[src/rtl/cic_pkg.sv]
// Shared helpers for the CIC interpolator: register-width sizing and
// elaboration-time configuration checks.
package cic_pkg;

    // Minimum internal width: in_bits + ceil(n * log2(r * m)).
    function automatic int cic_internal_width(input int in_bits, input int r,
                                              input int m, input int n);
        longint gain;
        int     bits;
        gain = 1;
        for (int k = 0; k < n; k++) begin
            gain = gain * longint'(r * m);
        end
        bits = 0;
        for (int b = 0; b < 63; b++) begin
            if ((longint'(1) << b) < gain) begin
                bits = b + 1;
            end
        end
        return in_bits + bits;
    endfunction

    function automatic bit cic_shift_fits(input int s, input int out_bits, input int w);
        return (s + out_bits) <= w;
    endfunction

endpackage

[src/rtl/cic_interpolator_upsampler.sv]
// Zero-stuffing upsampler: holds one comb output for R output-rate phases,
// emitting it on phase 0 and zeros afterwards; owns the input handshake.
module upsampler #(
    parameter int Width  = 30,
    parameter int Factor = 64
) (
    input  logic             clk,
    input  logic             rst_n,
    input  logic [Width-1:0] c_i,
    input  logic             in_valid_i,
    input  logic             out_valid_i,
    input  logic             out_ready_i,
    output logic             in_ready_o,
    output logic             accept_o,
    output logic             advance_o,
    output logic [Width-1:0] u_o
);
    localparam int PW = $clog2(Factor);
    localparam logic [PW-1:0] LastPhase = PW'(Factor - 1);

    logic [Width-1:0] h_q, h_d;
    logic             h_full_q, h_full_d;
    logic [PW-1:0]    p_q, p_d;
    logic             last_phase;

    assign last_phase = (p_q == LastPhase);
    assign advance_o  = h_full_q && (!out_valid_i || out_ready_i);
    // A new word may land in the same cycle the last phase drains: no bubble.
    assign in_ready_o = !h_full_q || (advance_o && last_phase);
    assign accept_o   = in_valid_i && in_ready_o;
    assign u_o        = (p_q == '0) ? h_q : '0;

    always_comb begin
        h_d      = h_q;
        h_full_d = h_full_q;
        p_d      = p_q;
        if (accept_o) begin
            h_d      = c_i;
            h_full_d = 1'b1;
            p_d      = '0;
        end else if (advance_o) begin
            if (last_phase) begin
                h_full_d = 1'b0;
                p_d      = '0;
            end else begin
                p_d = p_q + 1'b1;
            end
        end
    end

    always_ff @(posedge clk or negedge rst_n) begin
        if (!rst_n) begin
            h_q      <= '0;
            h_full_q <= 1'b0;
            p_q      <= '0;
        end else begin
            h_q      <= h_d;
            h_full_q <= h_full_d;
            p_q      <= p_d;
        end
    end

endmodule

[src/rtl/cic_interpolator.sv]
// N-stage CIC interpolator: input-rate combs, zero-stuffing upsampler and
// output-rate integrators with valid/ready flow control on both sides.
module cic_interpolator
    import cic_pkg::*;
#(
    parameter int InputLengthBits     = 12,
    parameter int InterpolationFactor = 64,
    parameter int DelayLength         = 1,
    parameter int FilterOrder         = 3,
    parameter int InternalLengthBits  = 30,
    parameter int OutputShift         = 12,
    parameter int OutputLengthBits    = 18
) (
    input  logic                        clk,
    input  logic                        rst_n,
    input  logic [InputLengthBits-1:0]  in,
    input  logic                        in_valid,
    output logic                        in_ready,
    output logic [OutputLengthBits-1:0] out,
    output logic                        out_valid,
    input  logic                        out_ready
);
    localparam int W  = InternalLengthBits;
    localparam int N  = FilterOrder;
    localparam int M  = DelayLength;
    localparam int FW = (N > 1) ? N - 1 : 1;

    logic          accept, advance;
    logic [W-1:0]  x_ext, c_n, u;
    logic [W-1:0]  stage_in [N];
    logic [W-1:0]  dly_q [N][M];
    logic [W-1:0]  integ_q [N];
    logic [FW-1:0] fill_q;
    logic          fill_tap;
    logic          out_valid_q, out_valid_d;

    generate
        if (!cic_shift_fits(OutputShift, OutputLengthBits, W)) begin : g_bad_cfg
            $error("cic_interpolator: OutputShift + OutputLengthBits exceeds InternalLengthBits");
        end

        if (InputLengthBits < W) begin : g_sext
            assign x_ext = {{(W - InputLengthBits){in[InputLengthBits-1]}}, in};
        end else if (InputLengthBits == W) begin : g_same
            assign x_ext = in;
        end else begin : g_trunc
            logic unused_in_hi;
            assign unused_in_hi = ^in[InputLengthBits-1:W];
            assign x_ext = in[W-1:0];
        end

        // Output becomes valid once the integrator chain has been primed N-1 deep.
        if (N == 1) begin : g_fill_n1
            logic unused_fill;
            assign unused_fill = fill_q[0];
            assign fill_tap    = 1'b1;
        end else begin : g_fill_nx
            assign fill_tap = fill_q[FW-1];
        end
    endgenerate

    always_comb begin
        c_n = x_ext;
        for (int k = 0; k < N; k++) begin
            stage_in[k] = c_n;
            c_n         = c_n - dly_q[k][M-1];
        end
    end

    always_ff @(posedge clk or negedge rst_n) begin
        if (!rst_n) begin
            for (int k = 0; k < N; k++) begin
                for (int j = 0; j < M; j++) begin
                    dly_q[k][j] <= '0;
                end
            end
        end else if (accept) begin
            for (int k = 0; k < N; k++) begin
                dly_q[k][0] <= stage_in[k];
                for (int j = 1; j < M; j++) begin
                    dly_q[k][j] <= dly_q[k][j-1];
                end
            end
        end
    end

    upsampler #(
        .Width  (W),
        .Factor (InterpolationFactor)
    ) u_upsampler (
        .clk         (clk),
        .rst_n       (rst_n),
        .c_i         (c_n),
        .in_valid_i  (in_valid),
        .out_valid_i (out_valid_q),
        .out_ready_i (out_ready),
        .in_ready_o  (in_ready),
        .accept_o    (accept),
        .advance_o   (advance),
        .u_o         (u)
    );

    always_comb begin
        out_valid_d = out_valid_q;
        if (advance) begin
            out_valid_d = fill_tap;
        end else if (out_ready) begin
            out_valid_d = 1'b0;
        end
    end

    // Integrators wrap freely; the combs cancel the overflow.
    always_ff @(posedge clk or negedge rst_n) begin
        if (!rst_n) begin
            for (int k = 0; k < N; k++) begin
                integ_q[k] <= '0;
            end
            fill_q      <= '0;
            out_valid_q <= 1'b0;
        end else begin
            if (advance) begin
                integ_q[0] <= integ_q[0] + u;
                for (int k = 1; k < N; k++) begin
                    integ_q[k] <= integ_q[k] + integ_q[k-1];
                end
                fill_q <= FW'({fill_q, 1'b1});
            end
            out_valid_q <= out_valid_d;
        end
    end

    assign out       = integ_q[N-1][OutputShift +: OutputLengthBits];
    assign out_valid = out_valid_q;

endmodule
[config.mk]
export PLATFORM = sky130hd
export DESIGN_NAME = cic_interpolator
export DESIGN_NICKNAME = d
export VERILOG_FILES = /design/src/rtl/cic_pkg.sv /design/src/rtl/cic_interpolator_upsampler.sv /design/src/rtl/cic_interpolator.sv
export SDC_FILE = /design/constraint.sdc
export NUM_CORES = 1
export LEC_CHECK = 0
export CAP_MARGIN = 30
export CORE_ASPECT_RATIO = 1.4
export CORE_MARGIN = 3
export CORE_UTILIZATION = 54
export DETAILED_ROUTE_END_ITERATION = 10
export PLACE_DENSITY = 0.71
export RECOVER_POWER = 100
export SETUP_SLACK_MARGIN = 0.3
export SLEW_MARGIN = 15
export SYNTH_ARGS = -nofsm -noshare
export SYNTH_HDL_FRONTEND = slang
export SYNTH_SLANG_ARGS = --single-unit
[constraint.sdc]
create_clock -name clk -period 18.6 [get_ports clk]
set_clock_uncertainty 0.1 [all_clocks]
set_input_delay 1.86 -clock clk [delete_from_list [all_inputs] [get_ports clk]]
set_output_delay 1.86 -clock clk [all_outputs]
set_load 0.01 [all_outputs]
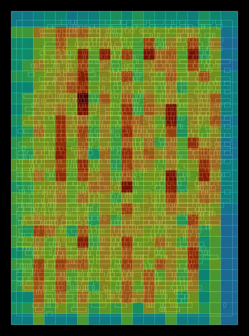
Fig. 1. Track usage over the die (run 1).
DR WL/cell: 13.6 um
grt met3 use: 0.0290
GR peak layer: met2
utilization after layout: 0.598
Total GRT Usage: 0.198

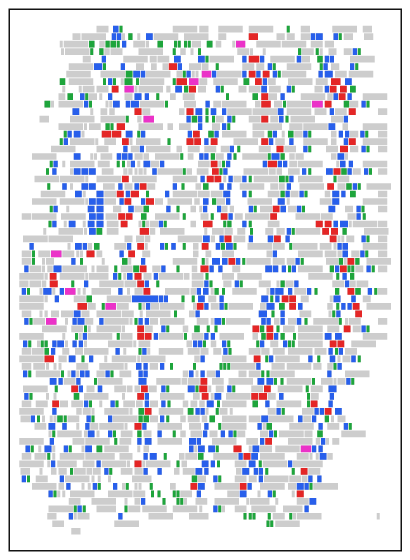
Fig. 2. Logic cells by family (run 1).
nand cells: in green, cells 308, most used nand2_1, where widely spread. non-inverting ao/oa cells: in red, cells 115, most used a21o_1. aoi and oai cells: in blue, cells 428, most used o21ai_0, where widely spread. mux cells: in magenta, cells 11, most used mux2_2.
combinational share of cell area: 0.574
Top cell excl fill/tap: nand2_1
Non-Filler Instances: 1,955

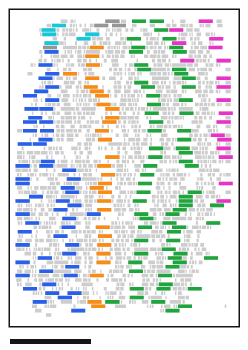
Fig. 3. Register map, names as in the netlist (run 1).
The bar under the picture is 50 um long.
`u_upsampler.p_q`: in cyan, flops 6, where north-west. `integ_q`: in green, flops 72. `dly_q`: in blue, flops 55, where a vertical strip on the left. `u_upsampler.h_q`: in orange, flops 30, where a vertical strip down the middle. `out`: in magenta, flops 18.
Another 4 sequential cells are not colored.
FF/Latch Area: 4630 sq um
flop share of the area: 0.310
P_seq: 0.000671 W

==> changes_impl.md, run 1 <==
### Implementation results

- Routed vias/inst: about 5.6
- Reg2reg end: u_upsampler.h_q[26]
- Crit path max fanout: 8
- H-tree depth reported by CTS: 4
- Largest net degree at the start of global routing: 100
- Filler cell count: about 2,200
- CTS Hold Bufs: 0
- Synth area leader: dfrtp_1
- TritonCTS clock tree: yes
- Post-route cell area: 14,900 sq um
- Top-area cell share: 0.333
- NumNets Final: 1,795
- Pre-CTS worst setup slack: 9.70 ns
- Crit path to: u_upsampler.h_q[26]
- Failing checks: max-capacitance violations, max-slew violations
- Chip Area, Yosys: ~14,000 sq um
- Crit path DRT: 18.81 ns
- Final Slew Violations: 527
- Number of max-cap violations: 8
- CP max stage delay: 0.52 ns
- Top sig layer: met4
- M2 GR Usage: 0.355
- Dominant flop cell: dfrtp_1
- Via count: 11,000
- Worst path bufs/invs: 2
- Worst Reg-to-Reg Cells: 27
- Setup_tns: 0 ns
- Routed wl met3: 555 um
- Seq/Total Area, Yosys: 0.333
- Critical path's slowest cell: dlygate4sd3_1
- Clk_lat worst skew: 0.44 ns
- HPWL Detailed: about 20,000 um
- CTS sink count: 185
- RSZ-0062 raised after global routing: no
- Clk pin slew, worst setup/hold paths: around 0.060 ns
- Top delay family on crit path: AND-OR/OR-AND gates
- Critical path type: in -> reg
- Critical R2R Launch: dly_q[60]
- Placed instance area: 14,400 sq um
- Row count: 68
- Global-route wire length before repair: 46,800 um
- Top cells by area: dfrtp_1 (33%), ha_1 (13%), o21ai_0 (7.3%)
- Ys flops: 185
- Initial DRC Count: 466
- Mapped Nets: 1,811
- Outcome: finished with violations
- Tool Warnings: 27
- Overall routed net length: 26,600 um
- Synthesis-to-layout area growth: 7.39%
- Postcts setup bufs: 0
- Io pins: 36
- PD cells: roughly 190 nW/um^2
- Hold depth: 2
- Worst hold path class: reg -> reg
- Met1 Resource Use GR: 0.240
- CTS Buf Count: 17
- Count leader, synth: nand2_1
- Crit end category: register
- Met2 WL post-DR: 13,300 um
- Root Driver: clkbuf_16
- Core ar.: 25,000 sq um
- Mapped Cells: 1,644
- Router iterations before antenna repair: 5
- Worst setup SP type: input pin
- Min-delay src: u_upsampler.h_q[18]
- Ys cells: 1,644
- MI comb area: 8580 sq um
- N_diodes: 0
- Final Hold Viols: 0
- Yosys warns: 0
- Worst-Margin Slew: 3.49 ns
- VDD IR max: 93.0 uV
- Cell Area, Synth: 13,900 sq um
- Starting Density: 0.557
- Vias in the first global route: 10,600
- Post-cts resize count: 0
- Placer Congestion: 0.904
- Async SR Flop Fraction: 1.00
- Period minus WS final: 8.75 ns
- Hold Crit Endpoint: u_upsampler.h_q[18]
- Post-synth EDFFs: 0
- DRC: 0
- Levels on crit path: 29
- Routed Antenna Nets: 0
- Clock Path Buffers: 2
- CP startpoint: in[0]
- Die height: slightly below 200 um
- Worst setup margin: 9.85 ns
- Syn avg cell area: around 8.5 sq um
- Cycle use final: 0.470
- Distinct lib cells: slightly below 70
- Initial antenna violation count: 0
- Port-buffer cells: 35
- Leak: about 7.3 nW
- Die Size: 27,800 sq um
- Final Setup Violations: 0
- Total gr overflow: 0
- Die width: around 140 um
- Share of cells above drive strength 1: 0.0305
- Max-slew headroom: -1.32
- Synth cell count leaders: nand2_1 (238), o21ai_0 (203), dfrtp_1 (185)
- R2R setup slack: between 10 and 15 ns
- Worst path arrival time: 8.96 ns
- Achievable Freq: around 110 MHz
- M1 wire length: 12,100 um
-- run 1: layout by cell type (no fill, tap or decap), drive strengths merged, types with 55 or more instances in the layout --
cell	count
nand2	238
xnor2	55
xor2	59
dfrtp	185
inv	94
a21o	75
nor2	63
a21oi	107
o21ai	208
ha	143
-- run 1: final cells by class --
| class | count | area share |
|---|---|---|
| multi-input combinational | 1288 | 0.574 |
| clock inverter | 9 | 0.00937 |
| inverter | 93 | 0.0234 |
| clock buffer | 22 | 0.0317 |
| tap | 315 | 0.0264 |
| sequential | 185 | 0.310 |
| timing repair buffer | 43 | 0.0253 |
-- run 1: through the flow --
step | hold WS, ns | utilization | std cells | total power, W
after floorplan | 0.330 | - | 1644 | 0.00208
after global placement | 0.343 | 0.575 | 1923 | 0.00236
after detailed placement | 0.357 | 0.575 | 1923 | 0.00241
after CTS | 0.375 | 0.599 | 1954 | 0.00280
after global routing | 0.390 | 0.598 | 1955 | 0.00307
final | 0.368 | 0.598 | 1955 | 0.00277
-- run 1: power by group --
group / switching [W] / total, W / leakage (nW) / internal, W
sequential: 0.000111 / 0.000671 / 2.27 / 0.000560
clock: 0.000155 / 0.000377 / 0.293 / 0.000222
combinational: 0.000958 / 0.00173 / 4.75 / 0.000768
total: 0.00122 / 0.00277 / 7.32 / 0.00155
-- run 1: flip-flops by register name, indices dropped and copies added (netlist names) --
register              flops
u_upsampler.h_full_q      1
out_valid                 1
fill_q                    2
integ_q                  72
u_upsampler.h_q          30
dly_q                    55
u_upsampler.p_q           6
out                      18
-- run 1: cell families after synthesis --
group	synth area share
AND-OR/OR-AND	0.241
XOR/XNOR	0.0717
adder cells (fa/ha/maj)	0.140
buffers and inverters	0.0510
flip-flops	0.333
multiplexers	0.00854
AND/OR/NAND/NOR	0.155
--- run 2 (diff from run 1) ---
Clock period 18.6 ns to 8.4 ns, I/O delays scaled along.
==> changes_impl.md, run 2 <==
### Implementation results

- Outcome: finished with violations
- Failing checks: max-capacitance violations, max-slew violations
- Hold Crit Endpoint: fill_q[1]
- Largest net degree at the start of global routing: 100 (unchanged)
- Worst-Margin Slew: 5.22 ns (+1.74 ns)
- Clock Path Buffers: 2 (unchanged)
- HPWL Detailed: 20,300 um (+0.71%)
- Final Setup Violations: 0 (unchanged)
- N_diodes: 0 (unchanged)
- Core ar.: 25,000 sq um (unchanged)
- Chip Area, Yosys: 13,900 sq um (unchanged)
- Distinct lib cells: 68 (unchanged)
- CP max stage delay: 0.52 ns (about the same)
- Vias in the first global route: 10,600 (-0.057%)
- Critical path's slowest cell: dlygate4sd3_1
- Die Size: 27,800 sq um (unchanged)
- Largest register FFs: 72 (unchanged)
- Flop share of the area: 0.309 (-0.000725)
- TAP cells: 315 (unchanged)
- Placed cells: 1,923 (unchanged)
- Synth cell count leaders: nand2_1 (238), o21ai_0 (203), dfrtp_1 (185)
- Seq/Total Area, Yosys: 0.333 (unchanged)
- Biggest register: integ_q
- Mapped Cells: 1,644 (unchanged)
- Async SR Flop Fraction: 1.00 (unchanged)
- DRC: 0 (unchanged)
- Reg2reg end: u_upsampler.h_q[28]
- TritonCTS clock tree: yes
- Biggest regs: integ_q (72), dly_q (55), u_upsampler.h_q (30)
- VDD IR max: 197 uV (+110%)
- Placer Congestion: 0.906 (+0.17%)
- Die height: 196 um (unchanged)
- Crit path DRT: 8.67 ns (-10.14 ns)
- Io pins: 36 (unchanged)
- Routed vias/inst: 5.68 (+1.1%)
- Most common logic cells in the final layout: nand2_1 (237), o21ai_0 (205), dfrtp_1 (185), ha_1 (143), a21oi_1 (106)
- Dominant flop cell: dfrtp_1
- Filler cell count: 2,229 (-0.80%)
- Overall routed net length: 27,100 um (+2.0%)
- Hold slack: 0.359 ns (-0.00961 ns)
- Yosys warns: 0 (unchanged)
- Crit end category: register
- NonClk Buf Share: 0.0250 (-0.000310)
- Final Hold Viols: 0 (unchanged)
- Synthesis-to-layout area growth: 7.64%
- Top cells by area: dfrtp_1 (33%), ha_1 (13%), o21ai_0 (7.3%)
- Root Driver: clkbuf_16
- Final Slew Violations: 538 (+2.1%)
- Initial antenna violation count: 0 (unchanged)
- Cycle use final: 0.903
- Total gr overflow: 0 (unchanged)
- Share of cells above drive strength 1: 0.0311 (+0.000610)
- Count leader, synth: nand2_1
- Placed instance area: 14,400 sq um (unchanged)
- R2R setup slack: 1.42 ns (-10.05 ns)
- Top cell excl fill/tap: nand2_1
- Worst hold path class: reg -> reg
- CTS Hold Bufs: 0 (unchanged)
- Ys flops: 185 (unchanged)
- CLK BUF: 23 (+4.5%)
- Leak: 7.33 nW (+0.21%)
- Setup_tns: 0 ns (unchanged)
- ClkCell Share: 0.0433 (+0.00224)
- Non-CTS buffers: 42 (-2.3%)
- CTS sink count: 185 (unchanged)
- FF/Latch Area: 4630 sq um (unchanged)
- Ys cells: 1,644 (unchanged)
- Combinational Gates: 1,288 (unchanged)
- Clk pin slew, worst setup/hold paths: 0.06 ns (about the same)
- RSZ-0062 raised after global routing: no
- Hold depth: 2 (unchanged)
- Global-route wire length before repair: 46,600 um (-0.47%)
- DR WL/cell: 13.9 um (+2.0%)
- Syn avg cell area: 8.47 sq um (unchanged)
- Worst Reg-to-Reg Cells: 27 (unchanged)
- Max-area cell class: multi-input combinational cells
- Non-Filler Instances: 1,955 (unchanged)
- Synth area leader: dfrtp_1
- Mapped Nets: 1,811 (unchanged)
- Cell Area, Synth: 13,900 sq um (unchanged)
- Starting Density: 0.557 (unchanged)
- Post-route cell area: 15,000 sq um (+0.23%)
- Combinational share of cell area: 0.573 (-0.00109)
- Crit path max fanout: 8 (unchanged)
- Routed Antenna Nets: 0 (unchanged)
- Die width: 142 um (unchanged)
- PD cells: 414 nW/um^2 (+120%)
- Min-delay src: fill_q[0]
- MI comb area: 8590 sq um (about the same)
- Row count: 68 (unchanged)
- Critical path type: in -> reg
- NumNets Final: 1,794 (-0.056%)
- Worst path arrival time: 7.86 ns (-1.10 ns)
- Number of max-cap violations: 8 (unchanged)
- H-tree depth reported by CTS: 4 (unchanged)
- Registers: 185 (unchanged)
- Postcts setup bufs: 0 (unchanged)
==> run 2: cells by family (layout without fill, tap and decap cells) <==
group | count (synthesis) | in the layout | synth area share
compound gates | 543 | 543 | 0.241
xor+xnor | 114 | 114 | 0.0717
fa+ha+maj | 151 | 151 | 0.140
buf+inv | 171 | 167 | 0.0510
flops | 185 | 185 | 0.333
mux | 11 | 11 | 0.00854
simple gates | 469 | 469 | 0.155
==> run 2: metrics by stage <==
stage | setup slack (ns) | total power, W
floorplan | 1.72 | 0.00460
global placement | 0.705 | 0.00523
detailed placement | 0.514 | 0.00534
CTS | 0.909 | 0.00625
global route | 0.239 | 0.00682
finish | 0.811 | 0.00620
==> run 2: report_power, final <==
part	leakage, nW	switching [W]	total, W	internal [W]
logic	4.75	0.00213	0.00383	0.00170
registers	2.27	0.000249	0.00149	0.00124
clock network	0.310	0.000347	0.000879	0.000532
==> run 2: worst max path at each step <==
stage	cells after the start	end	slack [ns]	start
after detailed placement	29	u_upsampler.h_q[29]	0.51	in[0]
after CTS	29	u_upsampler.h_q[28]	0.91	in[0]
after global placement	28	u_upsampler.h_q[28]	0.71	in[0]
after global routing	29	u_upsampler.h_q[29]	0.24	in[0]
final	29	u_upsampler.h_q[28]	0.81	in[0]
after floorplan	27	u_upsampler.h_q[28]	1.72	in[0]
==> run 2: routing by layer <==
layer  part of all wire  GRT usage
met5                  0          0
met4              0.020     0.0626
met3              0.022     0.0290
met1               0.45      0.231
met2               0.51      0.366
==> run 2: repair_timing <==
action	CTS	global route
endpoints found under the setup margin	0	1
resized	0	1
hold endpoints to repair	0	0
==> run 2: critical path: cells and delay by family <==
family,cells,cell delay (ns)
adder cells (fa/ha/maj),5,1.81
AND-OR/OR-AND,18,3.94
AND/OR/NAND/NOR,4,0.69
buffers and inverters,2,0.57
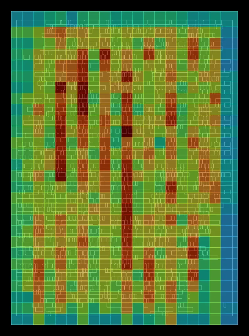
Fig. 4. Track usage over the die (run 2).
met1 Resource Use GR: 0.231
utilization after layout: 0.599
M2 GR Usage: 0.366

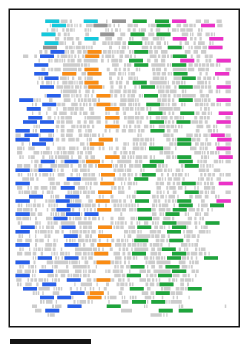
Fig. 5. Register map, names as in the netlist (run 2).
The bar under the picture is 50 um long.
`out`: in magenta, flops 18. `u_upsampler.p_q`: in cyan, flops 6, where north-west. `u_upsampler.h_q`: in orange, flops 30, where a vertical strip down the middle. `integ_q`: in green, flops 72. `dly_q`: in blue, flops 55, where a vertical strip on the left.
Another 4 sequential cells are not colored.

Power figures rest on the tool's default switching activity, not on a simulated workload.
